$ cat config.mk
export PLATFORM = sky130hd
export DESIGN_NAME = regfile_wb_arbiter
export DESIGN_NICKNAME = d
export VERILOG_FILES = /design/src/rtl/regfile_wb_arbiter.sv
export SDC_FILE = /design/constraint.sdc
export NUM_CORES = 1
export LEC_CHECK = 0
export ABC_AREA = 0
export CAP_MARGIN = 20
export CORE_MARGIN = 10
export CORE_UTILIZATION = 40
export DETAILED_ROUTE_END_ITERATION = 10
export PLACE_DENSITY_LB_ADDON = 0.05
export RECOVER_POWER = 50
export SYNTH_ARGS = -nofsm -noshare
export SYNTH_HDL_FRONTEND = slang
export SYNTH_SLANG_ARGS = --single-unit
$ cat constraint.sdc
create_clock -name clk -period 17.7 [get_ports clk]
set_clock_uncertainty 0.2 [all_clocks]
set_input_delay 3.54 -clock clk [delete_from_list [all_inputs] [get_ports clk]]
set_output_delay 3.54 -clock clk [all_outputs]
set_load 0.02 [all_outputs]
$ cat src/rtl/regfile_wb_arbiter.sv
// rtl/regfile_wb_arbiter.sv - round-robin write-back arbiter for the register file write port with busy scoreboard
module regfile_wb_arbiter #(
  parameter int NUM_REQ  = 3,
  parameter int ADDR_W   = 5,
  parameter int DATA_W   = 32,
  parameter int NUM_REGS = 2**ADDR_W
) (
  input  logic                      clk,
  input  logic                      rst,
  input  logic [NUM_REQ-1:0]        req_valid,
  output logic [NUM_REQ-1:0]        req_ready,
  input  logic [NUM_REQ*ADDR_W-1:0] req_addr,
  input  logic [NUM_REQ*DATA_W-1:0] req_data,
  output logic                      rf_write_en,
  output logic [ADDR_W-1:0]         rf_write_addr,
  output logic [DATA_W-1:0]         rf_write_data,
  input  logic                      rsv_en,
  input  logic [ADDR_W-1:0]         rsv_addr,
  input  logic [ADDR_W-1:0]         chk_addr1,
  input  logic [ADDR_W-1:0]         chk_addr2,
  output logic                      chk_busy1,
  output logic                      chk_busy2,
  output logic [NUM_REGS-1:0]       busy_vec
);

  localparam int PTR_W = (NUM_REQ > 1) ? $clog2(NUM_REQ) : 1;

  logic [PTR_W-1:0]    ptr_q, ptr_d;
  logic                en_q, en_d;
  logic [ADDR_W-1:0]   addr_q, addr_d;
  logic [DATA_W-1:0]   data_q, data_d;
  logic [NUM_REGS-1:0] busy_q, busy_d;

  logic [NUM_REQ-1:0]  grant;
  logic                grant_any;
  logic [ADDR_W-1:0]   sel_addr;
  logic [DATA_W-1:0]   sel_data;

  // Rotating priority search starting at the pointer; grant depends only on req_valid and ptr_q.
  always_comb begin
    int idx;
    idx       = 0;
    grant     = '0;
    grant_any = 1'b0;
    sel_addr  = '0;
    sel_data  = '0;
    ptr_d     = ptr_q;
    for (int k = 0; k < NUM_REQ; k++) begin
      idx = (int'(ptr_q) + k) % NUM_REQ;
      if (!grant_any && req_valid[idx]) begin
        grant_any  = 1'b1;
        grant[idx] = 1'b1;
        sel_addr   = req_addr[idx*ADDR_W +: ADDR_W];
        sel_data   = req_data[idx*DATA_W +: DATA_W];
        ptr_d      = PTR_W'((idx + 1) % NUM_REQ);
      end
    end
  end

  // R0 writes are consumed from the requester but never reach the register file.
  always_comb begin
    en_d   = 1'b0;
    addr_d = addr_q;
    data_d = data_q;
    if (grant_any) begin
      en_d   = (sel_addr != '0);
      addr_d = sel_addr;
      data_d = sel_data;
    end
  end

  // Clear on commit first so a same-edge reserve of that register wins.
  always_comb begin
    busy_d = busy_q;
    if (en_q) begin
      busy_d[addr_q] = 1'b0;
    end
    if (rsv_en && (rsv_addr != '0)) begin
      busy_d[rsv_addr] = 1'b1;
    end
    busy_d[0] = 1'b0;
  end

  always_ff @(posedge clk) begin
    if (rst) begin
      ptr_q  <= '0;
      en_q   <= 1'b0;
      addr_q <= '0;
      data_q <= '0;
      busy_q <= '0;
    end else begin
      ptr_q  <= ptr_d;
      en_q   <= en_d;
      addr_q <= addr_d;
      data_q <= data_d;
      busy_q <= busy_d;
    end
  end

  always_comb begin
    req_ready     = grant;
    rf_write_en   = en_q;
    rf_write_addr = addr_q;
    rf_write_data = data_q;
    busy_vec      = busy_q;
    chk_busy1     = (chk_addr1 != '0) && busy_q[chk_addr1];
    chk_busy2     = (chk_addr2 != '0) && busy_q[chk_addr2];
  end

endmodule

### M2 wires

Scale: 2 px per micron.
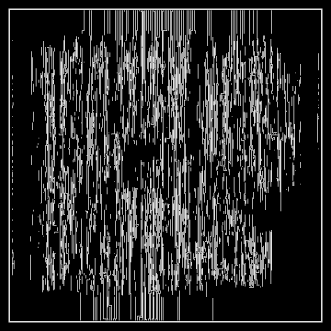
nets with wire on the layer: 983
share of all routed wire: 47%
wire length on this layer: 13000 microns
longest straight run: 51.7 microns
main direction: vertical

### Zoomed window

Region (65, 65) to (90, 90) microns. Cells in gray, sequential cells in the stronger gray; small squares are vias.
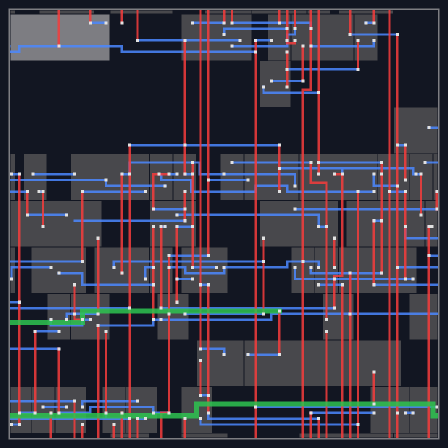
| color | layer |
|---|---|
| green | M3 |
| red | M2 |
| blue | M1 |
sequential cells in the window: 1
netlist names of flops here include: `rf_write_data` (1)
most frequent: nand2_1 (5), ha_1 (5)
cells with their middle in the window: 41

==> out/qor.rpt <==
ROUTE
--------------------------------------------------------------------------------------------------------
Total routed wirelength ................................................................... 27700 microns
Routed metal-1 wirelength ................................................................. 11800 microns
Count of vias placed by the detailed router ...............................................         7949
Met2 wire length .......................................................................... 13000 microns
Count of nets left with antenna violations after detail routing ...........................            0
Routed length per instance ................................................................ 21.1 microns
Top sig layer .............................................................................         met4
Average vias per placed instance ..........................................................         6.05
Starting DRT DRC Count ....................................................................          553
Drt pass-1 iters ..........................................................................            5
Remaining routing DRC violations ..........................................................            0
Met3 layer wire length in the routed design ............................................... 2300 microns

FINAL TIMING
--------------------------------------------------------------------------------------------------------
Total negative setup slack ................................................................         0 ns
Min Hold Slack ............................................................................     0.321 ns
Final worst-path setup slack ..............................................................      7.68 ns
RSZ-0062 raised after global routing ......................................................        false
Post-layout period usage ..................................................................        56.6%
F_max .....................................................................................     99.8 MHz
Setup-violating endpoint count in the final report ........................................            0
Final Slew Violations .....................................................................            0
Slew of the pin with the lowest slew margin ...............................................      1.04 ns
Final Critical Period .....................................................................     10.02 ns
Final Hold Violation Tally ................................................................            0
Worst slew margin relative to its limit ...................................................        30.6%

SETUP PATH
--------------------------------------------------------------------------------------------------------
Req. time, crit path ......................................................................     13.96 ns
RR Endpoint ...............................................................................     ptr_q[1]
Worst Setup EP ............................................................................ req_ready[2]
Worst setup path category .................................................................       in2out
Reg2reg setup slack .......................................................................     10.37 ns
Sort of element at the end of the critical path ........................................... primary output
Startpoint of the worst-slack reg-to-reg timing path ......................................     ptr_q[0]
Timing startpoint of the critical path .................................................... req_valid[1]
Startpoint Class ..........................................................................    input pin
Worst Path Arrival ........................................................................      6.28 ns
Reg2reg path depth ........................................................................           27
Maximum fanout count along the critical path ..............................................           14

SYNTH
--------------------------------------------------------------------------------------------------------
Compound-cell area share of the yosys netlist .............................................        30.2%
Top cell type by total area after synthesis ...............................................      dfxtp_1
Synthesis-stage register bit count ........................................................           71
Post-synthesis instance total .............................................................          927
Yosys Warn Count ..........................................................................            0
Multiplexer share of the synthesized area .................................................        25.0%
Most frequent cell after synthesis ........................................................      nand2_1
Proportion of synthesized flip-flops having asynchronous set or reset .....................           0%
Sequential area share after synthesis .....................................................        19.4%
Simple-Gate Area Share ....................................................................        15.9%
Synth area leaders ........................................................................ dfxtp_1 (19%), mux2_2 (12%), nand2_1 (7.2%)
Most common library cells after synthesis ................................................. nand2_1 (141), o21ai_0 (84), mux2_2 (77)
Nets at Floorplan .........................................................................         1078
Main logic family after synthesis ......................................................... AND-OR/OR-AND gates
Share of the synthesized area in the top cell type ........................................        19.4%
Distinct cell type count after synthesis ..................................................           78
Ys cells ..................................................................................          927
Post-synthesis area per instance ..........................................................   7.92 sq um
Post-synth EDFFs ..........................................................................            0
Commonest flop ............................................................................      dfxtp_1
Area fraction in full adders, half adders and majority gates ..............................        3.44%
Xor and xnor area share after synthesis ...................................................       0.835%
Cell area after synthesis .................................................................   7340 sq um
Yosys chip area ...........................................................................   7340 sq um

CLOCK NETWORK
--------------------------------------------------------------------------------------------------------
Clock buffers created by TritonCTS ........................................................            9
Resize count post-CTS .....................................................................            0
Clock tree root driver cell ...............................................................    clkbuf_16
Post-CTS Setup Repair Bufs ................................................................            0
Post-CTS clock slew at the launch and capture registers of the worst setup and hold paths .      0.07 ns
Maximum buffer depth of the clock tree ....................................................            2
Later-pin clock latency in the skew report ................................................      0.35 ns
Hold buffers post-CTS .....................................................................            0
Number of sinks driven by the clock tree ..................................................           71
CTS tree ..................................................................................          yes
Number of levels in the clock H-tree ......................................................            3

GLOBAL ROUTING
--------------------------------------------------------------------------------------------------------
Wire length of the first global-routing pass .............................................. 44000 microns
Vias in the first global route ............................................................         7882
Antenna violations before repair ..........................................................            2
Sum of overflow across all layers after global routing ....................................            0
Total routing resource utilization after global routing ...................................        22.1%
Pin count of the biggest net entering global routing ......................................           90

FINISH
--------------------------------------------------------------------------------------------------------
Seq. cell area ............................................................................   1420 sq um
Area of the multi-input gates .............................................................   5590 sq um
Share of cells above drive strength 1 .....................................................        14.7%
Filler cells ..............................................................................         1699
P&R area growth vs syn ....................................................................        33.7%
Final-stage net count .....................................................................         1228

PLACED DESIGN
--------------------------------------------------------------------------------------------------------
DP HPWL ................................................................................... 19000 microns
Port Buf Inserts ..........................................................................          205
Final Wtd Congestion ......................................................................        0.930
Setup slack after placement ...............................................................      7.66 ns

DIE
--------------------------------------------------------------------------------------------------------
FP Core Util ..............................................................................        40.7%
Die Height ................................................................................  155 microns
Top-level port count ......................................................................          207
Core Box Area .............................................................................  18000 sq um
Die outline width .........................................................................  155 microns
Die footprint .............................................................................  24200 sq um
Cell Rows .................................................................................           49

PWR
--------------------------------------------------------------------------------------------------------
Leak Pwr ..................................................................................      3.51 nW
Total power after layout ..................................................................      1.70 mW
Largest voltage drop on the vdd net .......................................................   0.000131 V
Ratio of total power to cell area .........................................................  174 nW/um^2

MIN PATH
--------------------------------------------------------------------------------------------------------
Path type of the worst min-delay path .....................................................      reg2reg

FLOW RUN
--------------------------------------------------------------------------------------------------------
Total of max-cap violations ...............................................................            0
Total number of warnings across the stage logs ............................................           36

OUTCOME
--------------------------------------------------------------------------------------------------------
Status .................................................................................... finished clean

### Sequential cells grouped by signal name

Scale: 2 px per micron. Other sequential cells in the stronger gray, the rest of the logic in the fainter gray.
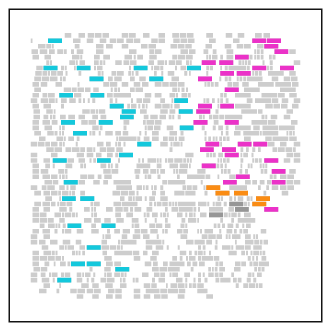
| color | netlist name | placed flops |
|---|---|---|
| magenta | `busy_vec` | 31 |
| orange | `rf_write_addr` | 5 |
| cyan | `rf_write_data` | 32 |
not colored: 3

### Cells by drive strength

Scale: 3 px per micron.
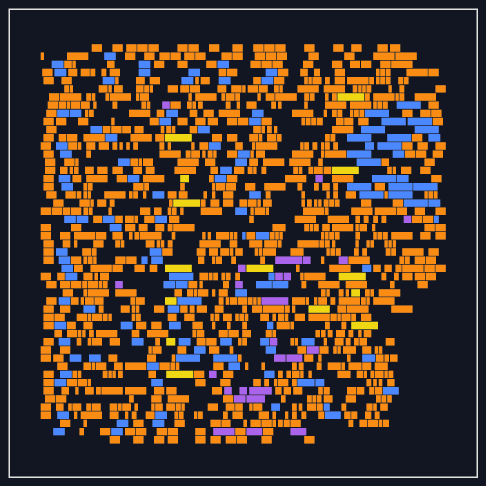
| color | size | cells |
|---|---|---|
| yellow | x6 and larger | 14 |
| purple | x3 and x4 | 25 |
| blue | x2 | 120 |
| orange | x1 and smaller | 923 |

## sequential cells by signal, summed over array words and instances, names as in the netlist
register	count
rf_write_en	1
rf_write_data	32
rf_write_addr	5
busy_vec	31
ptr_q	2
## worst min-delay path by stage
stage / startpoint / end / slack, ns / cells after the start
finish: busy_vec[17] / busy_vec[17] / 0.32 / 2
global route: busy_vec[27] / busy_vec[27] / 0.34 / 2
global placement: busy_vec[9] / busy_vec[9] / 0.31 / 2
CTS: busy_vec[18] / busy_vec[18] / 0.32 / 2
detailed placement: busy_vec[18] / busy_vec[18] / 0.31 / 2
floorplan: busy_vec[5] / busy_vec[5] / 0.37 / 2
## critical path: stages
cell             delay (ns)
clkdlybuf4s50_1        0.55
mux2i_1                0.36
o22a_1                 0.53
nand2_1                0.28
nor3_1                 0.18
o21ai_0                0.10
o21ai_0                0.09
clkdlybuf4s50_1        0.62
## per-layer routing
layer | GRT usage [%] | vias up
met2 | 35.3 | 281
met5 | 0 | -
met1 | 27.3 | 3811
met4 | 8.20 | 0
li1 | - | 3820
met3 | 6.73 | 37
## layout by cell type (no fill, tap or decap), drive strengths merged, types with 5 or more instances in the layout
master,instances
a21oi,77
a221oi,35
a22o,38
a22oi,40
buf,13
clkbuf,9
clkdlybuf4s50,154
dfxtp,71
dlygate4sd3,50
ha,17
inv,22
mux2,79
mux2i,44
mux4,22
nand2,141
nand3,16
nand3b,5
nor2,57
nor3,11
o21ai,89
o221ai,5
xnor2,6
## per-stage QoR
| step | instances | instance area (sq um) | util (%) |
|---|---|---|---|
| 6_report | 1313 | 9810 | 54.4 |
| 4_1_cts | 1310 | 9790 | 54.3 |
| 3_3_place_gp | 1294 | 9500 | 52.7 |
| 3_5_place_dp | 1294 | 9500 | 52.7 |
| 5_1_grt | 1312 | 9810 | 54.4 |
| 2_1_floorplan | 927 | 7340 | - |
## final cells by class
| type | count | share of cell area (%) |
|---|---|---|
| multi-input combinational | 759 | 57.0 |
| timing repair buffer | 217 | 21.9 |
| sequential | 71 | 14.5 |
| tap | 229 | 2.92 |
| clock buffer | 9 | 2.29 |
| inverter | 19 | 0.727 |
| clock inverter | 7 | 0.625 |
| antenna | 2 | 0.0510 |
## cells by family after synthesis
kind of cell,count (synthesis)
other,1
DFF,71
buffers and inverters,97
xor gates and xnor gates,7
muxes,145
adders and majority gates,19
and+or+nand+nor,263
AOI/OAI and AO/OA,324
## power by group
part           internal, mW  switching [mW]
logic                 0.520           0.759
registers             0.205          0.0392
clock network        0.0976          0.0822
No activity file was given, so power comes from the tool's default toggle rates.
